`config.mk`:
```
export PLATFORM = sky130hd
export DESIGN_NAME = mem_arbiter_flat
export DESIGN_NICKNAME = d
export VERILOG_FILES = /design/src/rtl/mem_arbiter_pkg.sv /design/src/rtl/mem_arbiter_if.sv /design/src/rtl/mem_arbiter_arb_timer.sv /design/src/rtl/mem_arbiter.sv /design/src/flat_wrapper.sv
export SDC_FILE = /design/constraint.sdc
export NUM_CORES = 1
export LEC_CHECK = 0
export ABC_CLOCK_PERIOD_IN_PS = 1700
export CORE_MARGIN = 2
export CORE_UTILIZATION = 25
export CTS_CLUSTER_DIAMETER = 120
export DETAILED_ROUTE_END_ITERATION = 12
export GPL_TIMING_DRIVEN = 0
export PLACE_DENSITY_LB_ADDON = 0.2
export SYNTH_ARGS = -nofsm -noshare
export SYNTH_HDL_FRONTEND = slang
export SYNTH_SLANG_ARGS = --single-unit
```
`constraint.sdc`:
```
create_clock -name CLK -period 1.7 [get_ports CLK]
set_input_delay 0.255 -clock CLK [delete_from_list [all_inputs] [get_ports CLK]]
set_output_delay 0.255 -clock CLK [all_outputs]
set_load 0.005 [all_outputs]
```
`src/rtl/mem_arbiter_pkg.sv`:
```
// Shared definitions for the two-requester memory arbiter: FSM encoding,
// default widths/limits and a small state-decoding helper.
package mem_arbiter_pkg;

    localparam int ADDR_W_DEF     = 32;
    localparam int DATA_W_DEF     = 32;
    localparam int STARVE_LIM_DEF = 4;
    localparam int TIMEOUT_DEF    = 255;

    typedef enum logic [1:0] {
        IDLE   = 2'd0,
        GNT_IF = 2'd1,
        GNT_ME = 2'd2,
        DONE   = 2'd3
    } arb_state_e;

    // True while a memory access is in flight for either requester.
    function automatic logic is_grant(input arb_state_e s);
        return (s == GNT_IF) || (s == GNT_ME);
    endfunction

endpackage

```
`src/rtl/mem_arbiter_if.sv`:
```
// Bus bundle between the fetch/data-stage requesters, the arbiter and memory.
// slave: the arbiter's view.  master: the requester/memory side's view.
interface mem_arbiter_if
    import mem_arbiter_pkg::*;
#(
    parameter int ADDR_W = ADDR_W_DEF,
    parameter int DATA_W = DATA_W_DEF
) ();
    localparam int STRB_W = DATA_W / 8;

    // Fetch port
    logic              IF_REQ;
    logic [ADDR_W-1:0] IF_ADDR;
    logic [DATA_W-1:0] IF_RDATA;
    logic              IF_VALID;
    logic              IF_STALL;

    // Data-stage port
    logic              ME_REQ;
    logic              ME_WE;
    logic [ADDR_W-1:0] ME_ADDR;
    logic [DATA_W-1:0] ME_WDATA;
    logic [STRB_W-1:0] ME_WSTRB;
    logic [DATA_W-1:0] ME_RDATA;
    logic              ME_VALID;
    logic              ME_STALL;

    logic              ERR;

    // Memory side
    logic              MEM_EN;
    logic              MEM_WE;
    logic [ADDR_W-1:0] MEM_ADDR;
    logic [DATA_W-1:0] MEM_WDATA;
    logic [STRB_W-1:0] MEM_WSTRB;
    logic [DATA_W-1:0] MEM_RDATA;
    logic              MEM_ACK;

    modport slave (
        input  IF_REQ, IF_ADDR,
        input  ME_REQ, ME_WE, ME_ADDR, ME_WDATA, ME_WSTRB,
        input  MEM_RDATA, MEM_ACK,
        output IF_RDATA, IF_VALID, IF_STALL,
        output ME_RDATA, ME_VALID, ME_STALL, ERR,
        output MEM_EN, MEM_WE, MEM_ADDR, MEM_WDATA, MEM_WSTRB
    );

    modport master (
        output IF_REQ, IF_ADDR,
        output ME_REQ, ME_WE, ME_ADDR, ME_WDATA, ME_WSTRB,
        output MEM_RDATA, MEM_ACK,
        input  IF_RDATA, IF_VALID, IF_STALL,
        input  ME_RDATA, ME_VALID, ME_STALL, ERR,
        input  MEM_EN, MEM_WE, MEM_ADDR, MEM_WDATA, MEM_WSTRB
    );

endinterface

```
`src/rtl/mem_arbiter_arb_timer.sv`:
```
// Arbiter timers: saturating count of ME wins while IF waits, and the
// per-access cycle counter used to abort an unacknowledged access.
module arb_timer
    import mem_arbiter_pkg::*;
#(
    parameter int STARVE_LIM = STARVE_LIM_DEF,
    parameter int TIMEOUT    = TIMEOUT_DEF
) (
    input  logic CLK,
    input  logic RST,
    input  logic i_starve_inc,
    input  logic i_starve_clr,
    input  logic i_tmo_run,
    input  logic i_tmo_clr,
    output logic o_starve_hit,
    output logic o_tmo_hit
);
    localparam int SW = $clog2(STARVE_LIM + 1);
    localparam int TW = $clog2(TIMEOUT + 1);

    logic [SW-1:0] r_starve_cnt;
    logic [TW-1:0] r_tmo_cnt;

    // Starvation counter: clears on an IF grant, saturates at the limit.
    always_ff @(posedge CLK) begin
        if (RST) begin
            r_starve_cnt <= {SW{1'b0}};
        end else if (i_starve_clr) begin
            r_starve_cnt <= {SW{1'b0}};
        end else if (i_starve_inc && (r_starve_cnt != SW'(STARVE_LIM))) begin
            r_starve_cnt <= r_starve_cnt + SW'(1);
        end else begin
            r_starve_cnt <= r_starve_cnt;
        end
    end

    // Timeout counter: counts MEM_EN cycles of the current access only.
    always_ff @(posedge CLK) begin
        if (RST) begin
            r_tmo_cnt <= {TW{1'b0}};
        end else if (i_tmo_clr) begin
            r_tmo_cnt <= {TW{1'b0}};
        end else if (i_tmo_run) begin
            r_tmo_cnt <= r_tmo_cnt + TW'(1);
        end else begin
            r_tmo_cnt <= r_tmo_cnt;
        end
    end

    assign o_starve_hit = (r_starve_cnt == SW'(STARVE_LIM));
    // Hit on the TIMEOUT-th enabled cycle so MEM_EN is high exactly TIMEOUT cycles.
    assign o_tmo_hit    = i_tmo_run && (r_tmo_cnt == TW'(TIMEOUT - 1));

endmodule

```
`src/rtl/mem_arbiter.sv`:
```
// Two-requester (fetch / data-stage) single-port memory arbiter.
// ME wins ties unless IF has lost STARVE_LIM times in a row; an access
// without MEM_ACK for TIMEOUT cycles completes with ERR and zero data.
module mem_arbiter
    import mem_arbiter_pkg::*;
#(
    parameter int ADDR_W     = ADDR_W_DEF,
    parameter int DATA_W     = DATA_W_DEF,
    parameter int STARVE_LIM = STARVE_LIM_DEF,
    parameter int TIMEOUT    = TIMEOUT_DEF
) (
    input  logic           CLK,
    input  logic           RST,
    mem_arbiter_if.slave   bus
);
    localparam int STRB_W = DATA_W / 8;

    arb_state_e        r_state;
    logic              r_mem_en;
    logic              r_mem_we;
    logic [ADDR_W-1:0] r_mem_addr;
    logic [DATA_W-1:0] r_mem_wdata;
    logic [STRB_W-1:0] r_mem_wstrb;
    logic [DATA_W-1:0] r_if_rdata;
    logic              r_if_valid;
    logic [DATA_W-1:0] r_me_rdata;
    logic              r_me_valid;
    logic              r_err;

    logic w_grant_if;
    logic w_grant_me;
    logic w_starve_hit;
    logic w_tmo_hit;
    logic w_tmo_run;
    logic w_in_grant;

    assign w_in_grant = is_grant(r_state);
    assign w_tmo_run  = w_in_grant & ~bus.MEM_ACK;

    // Grant decision: requests are only considered while IDLE.
    always_comb begin
        w_grant_if = 1'b0;
        w_grant_me = 1'b0;
        if (r_state == IDLE) begin
            if (bus.IF_REQ && bus.ME_REQ) begin
                if (w_starve_hit) begin
                    w_grant_if = 1'b1;
                end else begin
                    w_grant_me = 1'b1;
                end
            end else if (bus.IF_REQ) begin
                w_grant_if = 1'b1;
            end else if (bus.ME_REQ) begin
                w_grant_me = 1'b1;
            end else begin
                w_grant_if = 1'b0;
                w_grant_me = 1'b0;
            end
        end else begin
            w_grant_if = 1'b0;
            w_grant_me = 1'b0;
        end
    end

    arb_timer #(
        .STARVE_LIM (STARVE_LIM),
        .TIMEOUT    (TIMEOUT)
    ) u_timer (
        .CLK          (CLK),
        .RST          (RST),
        .i_starve_inc (w_grant_me & bus.IF_REQ),
        .i_starve_clr (w_grant_if),
        .i_tmo_run    (w_tmo_run),
        .i_tmo_clr    (~w_in_grant),
        .o_starve_hit (w_starve_hit),
        .o_tmo_hit    (w_tmo_hit)
    );

    // Arbiter FSM with all bus-facing outputs registered.
    always_ff @(posedge CLK) begin
        if (RST) begin
            r_state     <= IDLE;
            r_mem_en    <= 1'b0;
            r_mem_we    <= 1'b0;
            r_mem_addr  <= {ADDR_W{1'b0}};
            r_mem_wdata <= {DATA_W{1'b0}};
            r_mem_wstrb <= {STRB_W{1'b0}};
            r_if_rdata  <= {DATA_W{1'b0}};
            r_if_valid  <= 1'b0;
            r_me_rdata  <= {DATA_W{1'b0}};
            r_me_valid  <= 1'b0;
            r_err       <= 1'b0;
        end else begin
            case (r_state)
                IDLE: begin
                    r_if_valid <= 1'b0;
                    r_me_valid <= 1'b0;
                    r_err      <= 1'b0;
                    if (w_grant_me) begin
                        r_state     <= GNT_ME;
                        r_mem_en    <= 1'b1;
                        r_mem_we    <= bus.ME_WE;
                        r_mem_addr  <= bus.ME_ADDR;
                        r_mem_wdata <= bus.ME_WDATA;
                        r_mem_wstrb <= bus.ME_WSTRB;
                    end else if (w_grant_if) begin
                        r_state     <= GNT_IF;
                        r_mem_en    <= 1'b1;
                        r_mem_we    <= 1'b0;
                        r_mem_addr  <= bus.IF_ADDR;
                        r_mem_wstrb <= {STRB_W{1'b0}};
                    end else begin
                        r_state <= IDLE;
                    end
                end
                GNT_IF: begin
                    if (bus.MEM_ACK) begin
                        r_state    <= DONE;
                        r_mem_en   <= 1'b0;
                        r_if_rdata <= bus.MEM_RDATA;
                        r_if_valid <= 1'b1;
                        r_err      <= 1'b0;
                    end else if (w_tmo_hit) begin
                        r_state    <= DONE;
                        r_mem_en   <= 1'b0;
                        r_if_rdata <= {DATA_W{1'b0}};
                        r_if_valid <= 1'b1;
                        r_err      <= 1'b1;
                    end else begin
                        r_state <= GNT_IF;
                    end
                end
                GNT_ME: begin
                    if (bus.MEM_ACK) begin
                        r_state    <= DONE;
                        r_mem_en   <= 1'b0;
                        r_me_rdata <= bus.MEM_RDATA;
                        r_me_valid <= 1'b1;
                        r_err      <= 1'b0;
                    end else if (w_tmo_hit) begin
                        r_state    <= DONE;
                        r_mem_en   <= 1'b0;
                        r_me_rdata <= {DATA_W{1'b0}};
                        r_me_valid <= 1'b1;
                        r_err      <= 1'b1;
                    end else begin
                        r_state <= GNT_ME;
                    end
                end
                DONE: begin
                    // Requests are ignored here, guaranteeing an IDLE cycle between accesses.
                    r_state    <= IDLE;
                    r_if_valid <= 1'b0;
                    r_me_valid <= 1'b0;
                    r_err      <= 1'b0;
                end
                default: begin
                    r_state    <= IDLE;
                    r_mem_en   <= 1'b0;
                    r_if_valid <= 1'b0;
                    r_me_valid <= 1'b0;
                    r_err      <= 1'b0;
                end
            endcase
        end
    end

    assign bus.MEM_EN    = r_mem_en;
    assign bus.MEM_WE    = r_mem_we;
    assign bus.MEM_ADDR  = r_mem_addr;
    assign bus.MEM_WDATA = r_mem_wdata;
    assign bus.MEM_WSTRB = r_mem_wstrb;
    assign bus.IF_RDATA  = r_if_rdata;
    assign bus.IF_VALID  = r_if_valid;
    assign bus.ME_RDATA  = r_me_rdata;
    assign bus.ME_VALID  = r_me_valid;
    assign bus.ERR       = r_err;
    assign bus.IF_STALL  = bus.IF_REQ & ~r_if_valid;
    assign bus.ME_STALL  = bus.ME_REQ & ~r_me_valid;

endmodule
```
`src/flat_wrapper.sv`:
```
// flat-port wrapper written by rule: the top's interface ports become plain ports
module mem_arbiter_flat import mem_arbiter_pkg::*;
#(
    parameter int ADDR_W     = ADDR_W_DEF,
    parameter int DATA_W     = DATA_W_DEF,
    parameter int STARVE_LIM = STARVE_LIM_DEF,
    parameter int TIMEOUT    = TIMEOUT_DEF
)
  (CLK, RST, bus_IF_REQ, bus_IF_ADDR, bus_ME_REQ, bus_ME_WE, bus_ME_ADDR, bus_ME_WDATA, bus_ME_WSTRB, bus_MEM_RDATA, bus_MEM_ACK, bus_IF_RDATA, bus_IF_VALID, bus_IF_STALL, bus_ME_RDATA, bus_ME_VALID, bus_ME_STALL, bus_ERR, bus_MEM_EN, bus_MEM_WE, bus_MEM_ADDR, bus_MEM_WDATA, bus_MEM_WSTRB);
  mem_arbiter_if #(.ADDR_W(ADDR_W), .DATA_W(DATA_W)) bus_i ();
  input  logic CLK;
  input  logic RST;
  input wire logic [$bits(bus_i.IF_REQ)-1:0] bus_IF_REQ;
  input wire logic [$bits(bus_i.IF_ADDR)-1:0] bus_IF_ADDR;
  input wire logic [$bits(bus_i.ME_REQ)-1:0] bus_ME_REQ;
  input wire logic [$bits(bus_i.ME_WE)-1:0] bus_ME_WE;
  input wire logic [$bits(bus_i.ME_ADDR)-1:0] bus_ME_ADDR;
  input wire logic [$bits(bus_i.ME_WDATA)-1:0] bus_ME_WDATA;
  input wire logic [$bits(bus_i.ME_WSTRB)-1:0] bus_ME_WSTRB;
  input wire logic [$bits(bus_i.MEM_RDATA)-1:0] bus_MEM_RDATA;
  input wire logic [$bits(bus_i.MEM_ACK)-1:0] bus_MEM_ACK;
  output wire logic [$bits(bus_i.IF_RDATA)-1:0] bus_IF_RDATA;
  output wire logic [$bits(bus_i.IF_VALID)-1:0] bus_IF_VALID;
  output wire logic [$bits(bus_i.IF_STALL)-1:0] bus_IF_STALL;
  output wire logic [$bits(bus_i.ME_RDATA)-1:0] bus_ME_RDATA;
  output wire logic [$bits(bus_i.ME_VALID)-1:0] bus_ME_VALID;
  output wire logic [$bits(bus_i.ME_STALL)-1:0] bus_ME_STALL;
  output wire logic [$bits(bus_i.ERR)-1:0] bus_ERR;
  output wire logic [$bits(bus_i.MEM_EN)-1:0] bus_MEM_EN;
  output wire logic [$bits(bus_i.MEM_WE)-1:0] bus_MEM_WE;
  output wire logic [$bits(bus_i.MEM_ADDR)-1:0] bus_MEM_ADDR;
  output wire logic [$bits(bus_i.MEM_WDATA)-1:0] bus_MEM_WDATA;
  output wire logic [$bits(bus_i.MEM_WSTRB)-1:0] bus_MEM_WSTRB;
  assign bus_i.IF_REQ = bus_IF_REQ;
  assign bus_i.IF_ADDR = bus_IF_ADDR;
  assign bus_i.ME_REQ = bus_ME_REQ;
  assign bus_i.ME_WE = bus_ME_WE;
  assign bus_i.ME_ADDR = bus_ME_ADDR;
  assign bus_i.ME_WDATA = bus_ME_WDATA;
  assign bus_i.ME_WSTRB = bus_ME_WSTRB;
  assign bus_i.MEM_RDATA = bus_MEM_RDATA;
  assign bus_i.MEM_ACK = bus_MEM_ACK;
  assign bus_IF_RDATA = bus_i.IF_RDATA;
  assign bus_IF_VALID = bus_i.IF_VALID;
  assign bus_IF_STALL = bus_i.IF_STALL;
  assign bus_ME_RDATA = bus_i.ME_RDATA;
  assign bus_ME_VALID = bus_i.ME_VALID;
  assign bus_ME_STALL = bus_i.ME_STALL;
  assign bus_ERR = bus_i.ERR;
  assign bus_MEM_EN = bus_i.MEM_EN;
  assign bus_MEM_WE = bus_i.MEM_WE;
  assign bus_MEM_ADDR = bus_i.MEM_ADDR;
  assign bus_MEM_WDATA = bus_i.MEM_WDATA;
  assign bus_MEM_WSTRB = bus_i.MEM_WSTRB;
  mem_arbiter #(.ADDR_W(ADDR_W), .DATA_W(DATA_W), .STARVE_LIM(STARVE_LIM), .TIMEOUT(TIMEOUT)) u_core (.CLK(CLK), .RST(RST), .bus(bus_i));
endmodule
```
**Run 1: cell outlines without signal wires**

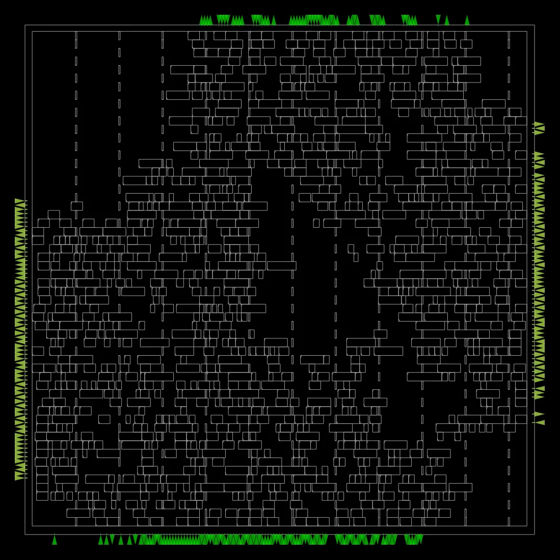
tap cells: 330
Final Util: 42.1%
register share of the cell area: 28.7%

**Run 1: port wiring**

The bar under the picture is 50 µm long.
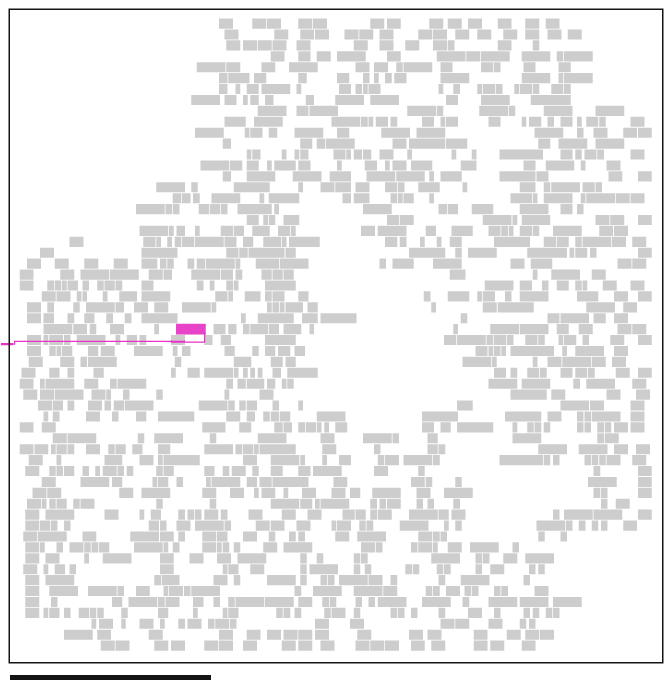
bus_MEM_EN: drawn in magenta, direction output, edge left, end cells 1, wire 54.9 µm.

**Run 1: wiring heat map**

33 x 33 tiles, from dark blue (low) to red (high), scaled to the fullest tile. Values are wire area over tile area, all layers added.
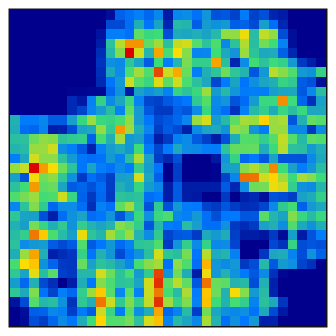
The emptiest ninth of the die: upper left. The densest ninth of the die: bottom centre. 20% of the tiles are over half the peak. The mean over all tiles is 0.15. 15% of the tiles are nearly empty. The fullest tile reaches 0.47.

**Run 1: PDN straps and rails**

The bar under the picture is 50 µm long. Pins as bars on the die edge. Tap cells in grey.
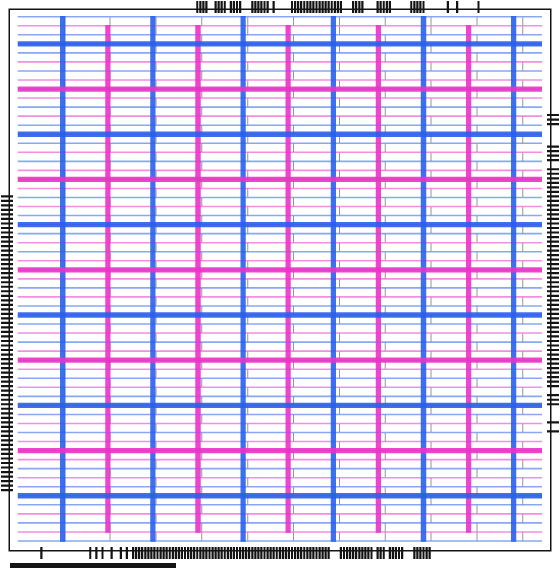
VSS: drawn in blue. VDD: drawn in magenta.
11 straps on met5. 330 tap cells. 277 signal pins sit on the boundary. 11 straps on met4.

==> run 1: worst max path at each step <==
stage,endpoint,startpoint,slack (ns),depth (start not counted)
floorplan,u_core.bus.IF_RDATA[0]$_SDFFE_PP0P_,u_core.r_state[0]$_SDFF_PP0_,0.0009,7
global placement,u_core.u_timer.r_starve_cnt[1]$_SDFFE_PP0P_,RST,-0.40,4
detailed placement,u_core.u_timer.r_starve_cnt[1]$_SDFFE_PP0P_,RST,-0.43,4
CTS,u_core.bus.ME_RDATA[11]$_SDFFE_PP0P_,u_core.r_state[0]$_SDFF_PP0_,-0.007,9
global route,u_core.bus.MEM_ADDR[26]$_SDFFE_PP0P_,u_core.r_state[1]$_SDFF_PP0_,-0.008,6
finish,u_core.r_state[0]$_SDFF_PP0_,u_core.r_state[0]$_SDFF_PP0_,0.06,7
==> run 1: registers in the layout, indices dropped and copies added, names as in the netlist <==
name,flops
u_core.bus.IF_RDATA,32
u_core.bus.MEM_ADDR,32
u_core.bus.MEM_WDATA,32
u_core.bus.ME_RDATA,32
u_core.u_timer.r_tmo_cnt,8
u_core.bus.MEM_WSTRB,4
u_core.u_timer.r_starve_cnt,3
u_core.r_state,2
u_core.bus.ERR,1
u_core.bus.IF_VALID,1
u_core.bus.MEM_EN,1
u_core.bus.MEM_WE,1
u_core.bus.ME_VALID,1
==> run 1: power groups by stage <==
stage | registers (W) | clock network (W) | logic (W)
2_1_floorplan | 0.00403 | 0 | 0.000924
3_3_place_gp | 0.00402 | 0 | 0.00219
3_5_place_dp | 0.00403 | 0 | 0.00219
4_1_cts | 0.00395 | 0.00414 | 0.00232
5_1_grt | 0.00399 | 0.00428 | 0.00256
6_report | 0.00396 | 0.00404 | 0.00235
==> run 1: stage by stage <==
step / setup WS, ns / instance area, µm² / total power [W] / hold slack, ns
4_1_cts: -0.00717 / 10300 / 0.0104 / 0.175
3_5_place_dp: -0.432 / 9440 / 0.00621 / 0.470
3_3_place_gp: -0.399 / 9440 / 0.00621 / 0.461
5_1_grt: -0.00835 / 10500 / 0.0108 / 0.200
6_report: 0.0618 / 10500 / 0.0103 / 0.197
2_1_floorplan: 0.000928 / 6280 / 0.00496 / 0.403
==> run 1: layout by cell type (no fill, tap or decap), types with 7 or more instances in the layout <==
| cell | Yosys | routed |
|---|---|---|
| a21oi_1 | 93 | 88 |
| clkbuf_1 | 33 | 25 |
| a31oi_1 | 14 | 14 |
| a311oi_1 | 64 | 57 |
| a311oi_2 | 0 | 7 |
| inv_1 | 9 | 7 |
| buf_8 | 0 | 8 |
| clkbuf_2 | 0 | 8 |
| nand2_1 | 45 | 43 |
| clkbuf_4 | 0 | 9 |
| nor3_1 | 32 | 30 |
| o21ai_1 | 0 | 7 |
| a211oi_1 | 32 | 30 |
| buf_2 | 27 | 14 |
| clkbuf_16 | 0 | 18 |
| ha_1 | 8 | 7 |
| nor2_1 | 41 | 41 |
| dfxtp_1 | 150 | 145 |
| buf_6 | 1 | 8 |
| nand3_1 | 36 | 36 |
| buf_4 | 13 | 15 |
| clkdlybuf4s50_1 | 0 | 272 |
| o21ai_0 | 69 | 62 |
==> flow_metrics.tcl, run 1 <==
# yosys + openroad results
set metrics [dict create \
    ant_nets 0 \
    wl_mm 24.1 \
    relSlewSlack_pct 61.4 \
    worstHoldStart "bus_IF_REQ" \
    ioPinCount 277 \
    nets 1171 \
    critPathArrivalTime_ns 1.95 \
    synth_warnings 0 \
    fmax_mhz 610 \
    avgSynthCellArea_um2 8.74 \
    edf_count 0 \
    cts_tree "done" \
    synth_adder_area_share_pct 1.59 \
    grt_use_total_pct 17.9 \
    reg2reg_from "u_core.r_state[0]$_SDFF_PP0_" \
    status "completed" \
    p_int_w 0.00739 \
    cts_sinks 150 \
    crit_family "AND-OR/OR-AND gates" \
    synth-area-yosys_mm2 0.00628 \
    grt_pass1_vias 6688 \
    die_area_mm2 0.0264 \
    comb.multi_input.count 482 \
    port-buffer-count 274 \
    hpwl_mm 16.9 \
    use_met1_pct 23.5 \
    grt.overflow.total 0 \
    drt_iter0_drc 307 \
    ys_async_sr_fraction_pct 0 \
    cts_root_buf "clkbuf_16" \
    drv_slew 0 \
    nClkBuffers 18 \
    ys_types 43 \
    timing.setup.tns_ns 0 \
    wl_met1_mm 10.9 \
    drive_above_1_share_pct 12.3 \
    gp_congestion 0.802 \
    post-synth-top-area-fraction_pct 47.8 \
    sh_comb_area_pct 28.3 \
    via_count 6762 \
    maxCapViolCount 0 \
    warnings 33 \
    nonClkBufAreaFrac_pct 32.8 \
    cts_hold_buf 0 \
    yosysCellCount 719 \
    n_all_buffers 365 \
    ir_worst_vdd_mv 0.530 \
    syn_area_mm2 0.00628 \
    num_antenna_cells 0 \
]
**Run 1: cells coloured by class**

Fill, decap, tap and diode cells in grey.
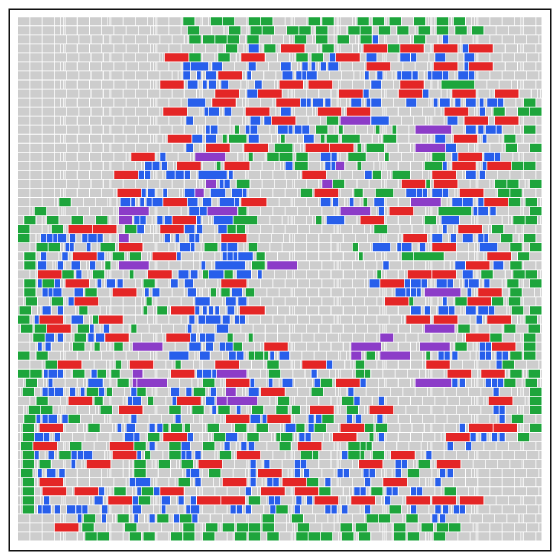

## Run 2: what changed since run 1
--- a/config.mk
+++ b/config.mk
@@ -12,6 +12,7 @@
 export DETAILED_ROUTE_END_ITERATION = 12
 export GPL_TIMING_DRIVEN = 0
 export PLACE_DENSITY_LB_ADDON = 0.2
+export REMOVE_ABC_BUFFERS = 1
 export SYNTH_ARGS = -nofsm -noshare
 export SYNTH_HDL_FRONTEND = slang
 export SYNTH_SLANG_ARGS = --single-unit
**Run 2: cells coloured by class**

Fill, decap, tap and diode cells in grey.
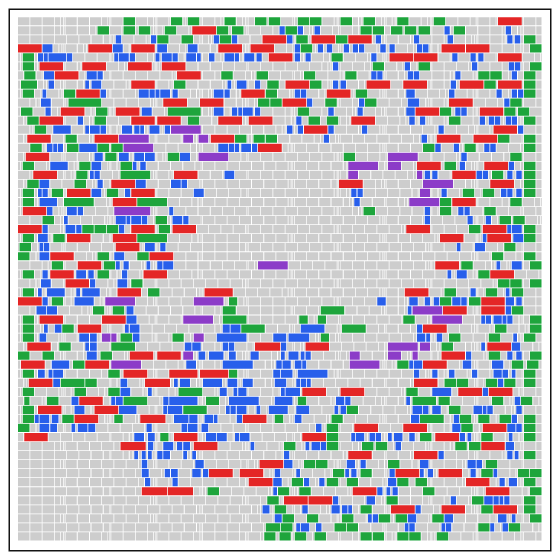
clock drivers and dummy loads: drawn in purple, cells 32, share of their area 5.7%. remaining logic cells: drawn in blue, cells 503, share of their area 32%. sequential cells: drawn in red, cells 150, share of their area 30%. remaining buffers and delay cells: drawn in green, cells 304, share of their area 32%.

==> flow_metrics.tcl, run 2 <==
# yosys + openroad results
set metrics [dict create \
    status "finished with violations" \
    violations "negative setup slack" \
    p_int_w 0.00714 \
    power_density_mw_per_mm2 979 \
    fin_ws_ns -0.00328 \
    via_count 6780 \
    grt_pass1_wl_mm 37.0 \
    fmax_mhz 587 \
    drv_slew 0 \
    path_class "in -> out" \
    area_leaders "dfxtp_1, a311oi_1, a21oi_1" \
    synth-area-yosys_mm2 0.00628 \
    p_sw_w 0.00307 \
    nets 1122 \
    ys_types 43 \
    finalCritPeriodShare_pct 100 \
    mux_share_pct 0 \
    drive_above_1_share_pct 11.6 \
    grt_pass1_vias 6454 \
    avgSynthCellArea_um2 8.74 \
    rsz0062_at_grt "true" \
    gp_congestion 0.764 \
    synth_warnings 0 \
    relSlewSlack_pct 55.2 \
    grt_use_total_pct 17.7 \
    grt.overflow.total 0 \
    critPathArrivalTime_ns 1.45 \
    ir_worst_vdd_mv 0.579 \
    synth_adder_area_share_pct 1.59 \
    fill_cells 2478 \
    sw_frac_of_total_pct 30.1 \
    ant_nets 0 \
    yosysCellCount 719 \
    viasPerCell 5.14 \
    htreeDepth 4 \
    fin_cells 1319 \
    maxCapViolCount 0 \
    fin_worst_skew_ns 0.0142 \
    hpwl_mm 14.0 \
    warnings 32 \
    worst_pin_slew_ns 0.670 \
    cts_sinks 150 \
    hold_viol 0 \
    drt_iter0_drc 465 \
    port-buffer-count 276 \
    ys_async_sr_fraction_pct 0 \
    pwr-share-seq_pct 38.6 \
    wl_mm 26.1 \
    post-synth-top-area-fraction_pct 47.8 \
    ioPinCount 277 \
    wl_met1_mm 11.5 \
    regArea_mm2 0.00302 \
    die_area_mm2 0.0264 \
    cts_root_buf "clkbuf_16" \
    top_layer "met4" \
    setup_viol 1 \
    cp-start-kind "input pin" \
    xor_share_pct 0.279 \
    edf_count 0 \
    most-common-layout-cells "clkdlybuf4s50_1, dfxtp_1, a21oi_1" \
    cts_tree "done" \
    mostFrequentLayoutCell "clkdlybuf4s50_1" \
    pre_cts_ws_ns -1.92 \
    num_antenna_cells 0 \
    grt_start_max_net_pins 60 \
    syn_area_mm2 0.00628 \
]
**Run 2: port wiring**

The bar under the picture is 50 µm long.
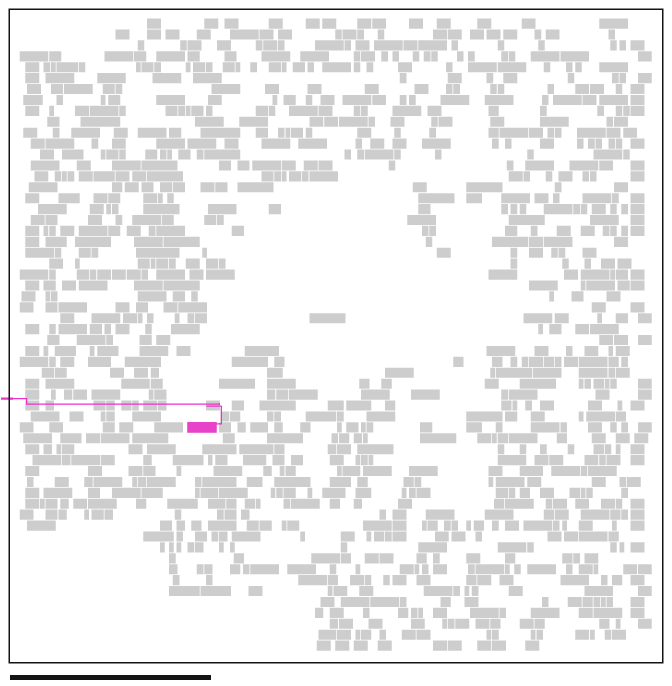
bus_MEM_EN: drawn in magenta, direction output, edge left, end cells 1, wire 62.8 µm.

[run 2: netlist changes by cell type in the layout (fill, tap and decap cells not counted), sizes merged, moves of 2 or more]
cell | previous run | this run
buf | 49 | 25
clkinv | 3 | 6
bufinv | 3 | 1
clkbuf | 60 | 22
clkdlybuf4s18 | 0 | 2
o21ai | 71 | 73
and2 | 3 | 9
[run 2: final timing paths]
kind	startpoint	endpoint	slack, ns	depth (start not counted)
hold / removal	bus_MEM_ACK	u_core.bus.ERR$_SDFFE_PP0P_	0.29	2
setup reg to reg	u_core.r_state[1]$_SDFF_PP0_	u_core.bus.ME_RDATA[8]$_SDFFE_PP0P_	0.01	8
setup / recovery	bus_IF_REQ	bus_IF_STALL	-0.003	3
hold reg to reg	u_core.bus.MEM_WDATA[21]$_SDFFE_PP0P_	u_core.bus.MEM_WDATA[21]$_SDFFE_PP0P_	0.47	2
[run 2: per-layer routing]
layer	up-vias	track usage, %
li1	3253	-
met1	3270	22.9
met2	248	27.9
met3	9	7.69
met4	0	3.10
met5	-	0
[run 2: cell type report]
class	count	area share [%]
Timing Repair inverter	1	0.0720
Timing Repair Buffer	304	31.0
Inverter	9	0.408
Clock inverter	15	1.39
Multi-Input combinational cell	493	30.1
Sequential cell	150	29.0
Clock buffer	17	4.08
Tap cell	330	3.96
[run 2: what timing repair did]
item / 4_1_cts / 5_1_grt
setup buffers: 7 / 10
gates resized: 45 / 29
pin swaps: 5 / 6
cloned: 8 / 9
setup endpoints to repair: 147 / 105
hold buffers: 0 / 0
[run 2: cells by family after synthesis]
kind of cell | after synthesis
buffers and inverters | 87
AOI/OAI and AO/OA | 293
adders and majority gates | 8
and+or+nand+nor | 179
xor gates and xnor gates | 2
DFF | 150
[run 2: critical path: stages]
cell and delay, ns:
clkdlybuf4s18_2 0.50, nor2b_1 0.19, clkdlybuf4s50_1 0.50
[run 2: through the flow]
stage / setup TNS [ns] / hold WS, ns / util [%] / area, µm² / power [W]
floorplan: -82.40 / 0.324 / - / 5900 / 0.00480
global placement: -484.63 / 0.460 / 36.5 / 9070 / 0.00609
detailed placement: -142.19 / 0.466 / 37.1 / 9230 / 0.00614
CTS: -2.18 / 0.245 / 40.4 / 10100 / 0.0101
global route: -0.585 / 0.310 / 41.9 / 10400 / 0.0107
finish: -0.00328 / 0.295 / 41.9 / 10400 / 0.0102
[run 2: power groups by stage]
stage	combinational (W)	clock, W	sequential (W)
floorplan	0.000769	0	0.00403
global route	0.00267	0.00406	0.00398
global placement	0.00208	0	0.00401
detailed placement	0.00212	0	0.00402
CTS	0.00227	0.00390	0.00394
finish	0.00247	0.00379	0.00395
No activity file was given, so power comes from the tool's default toggle rates.
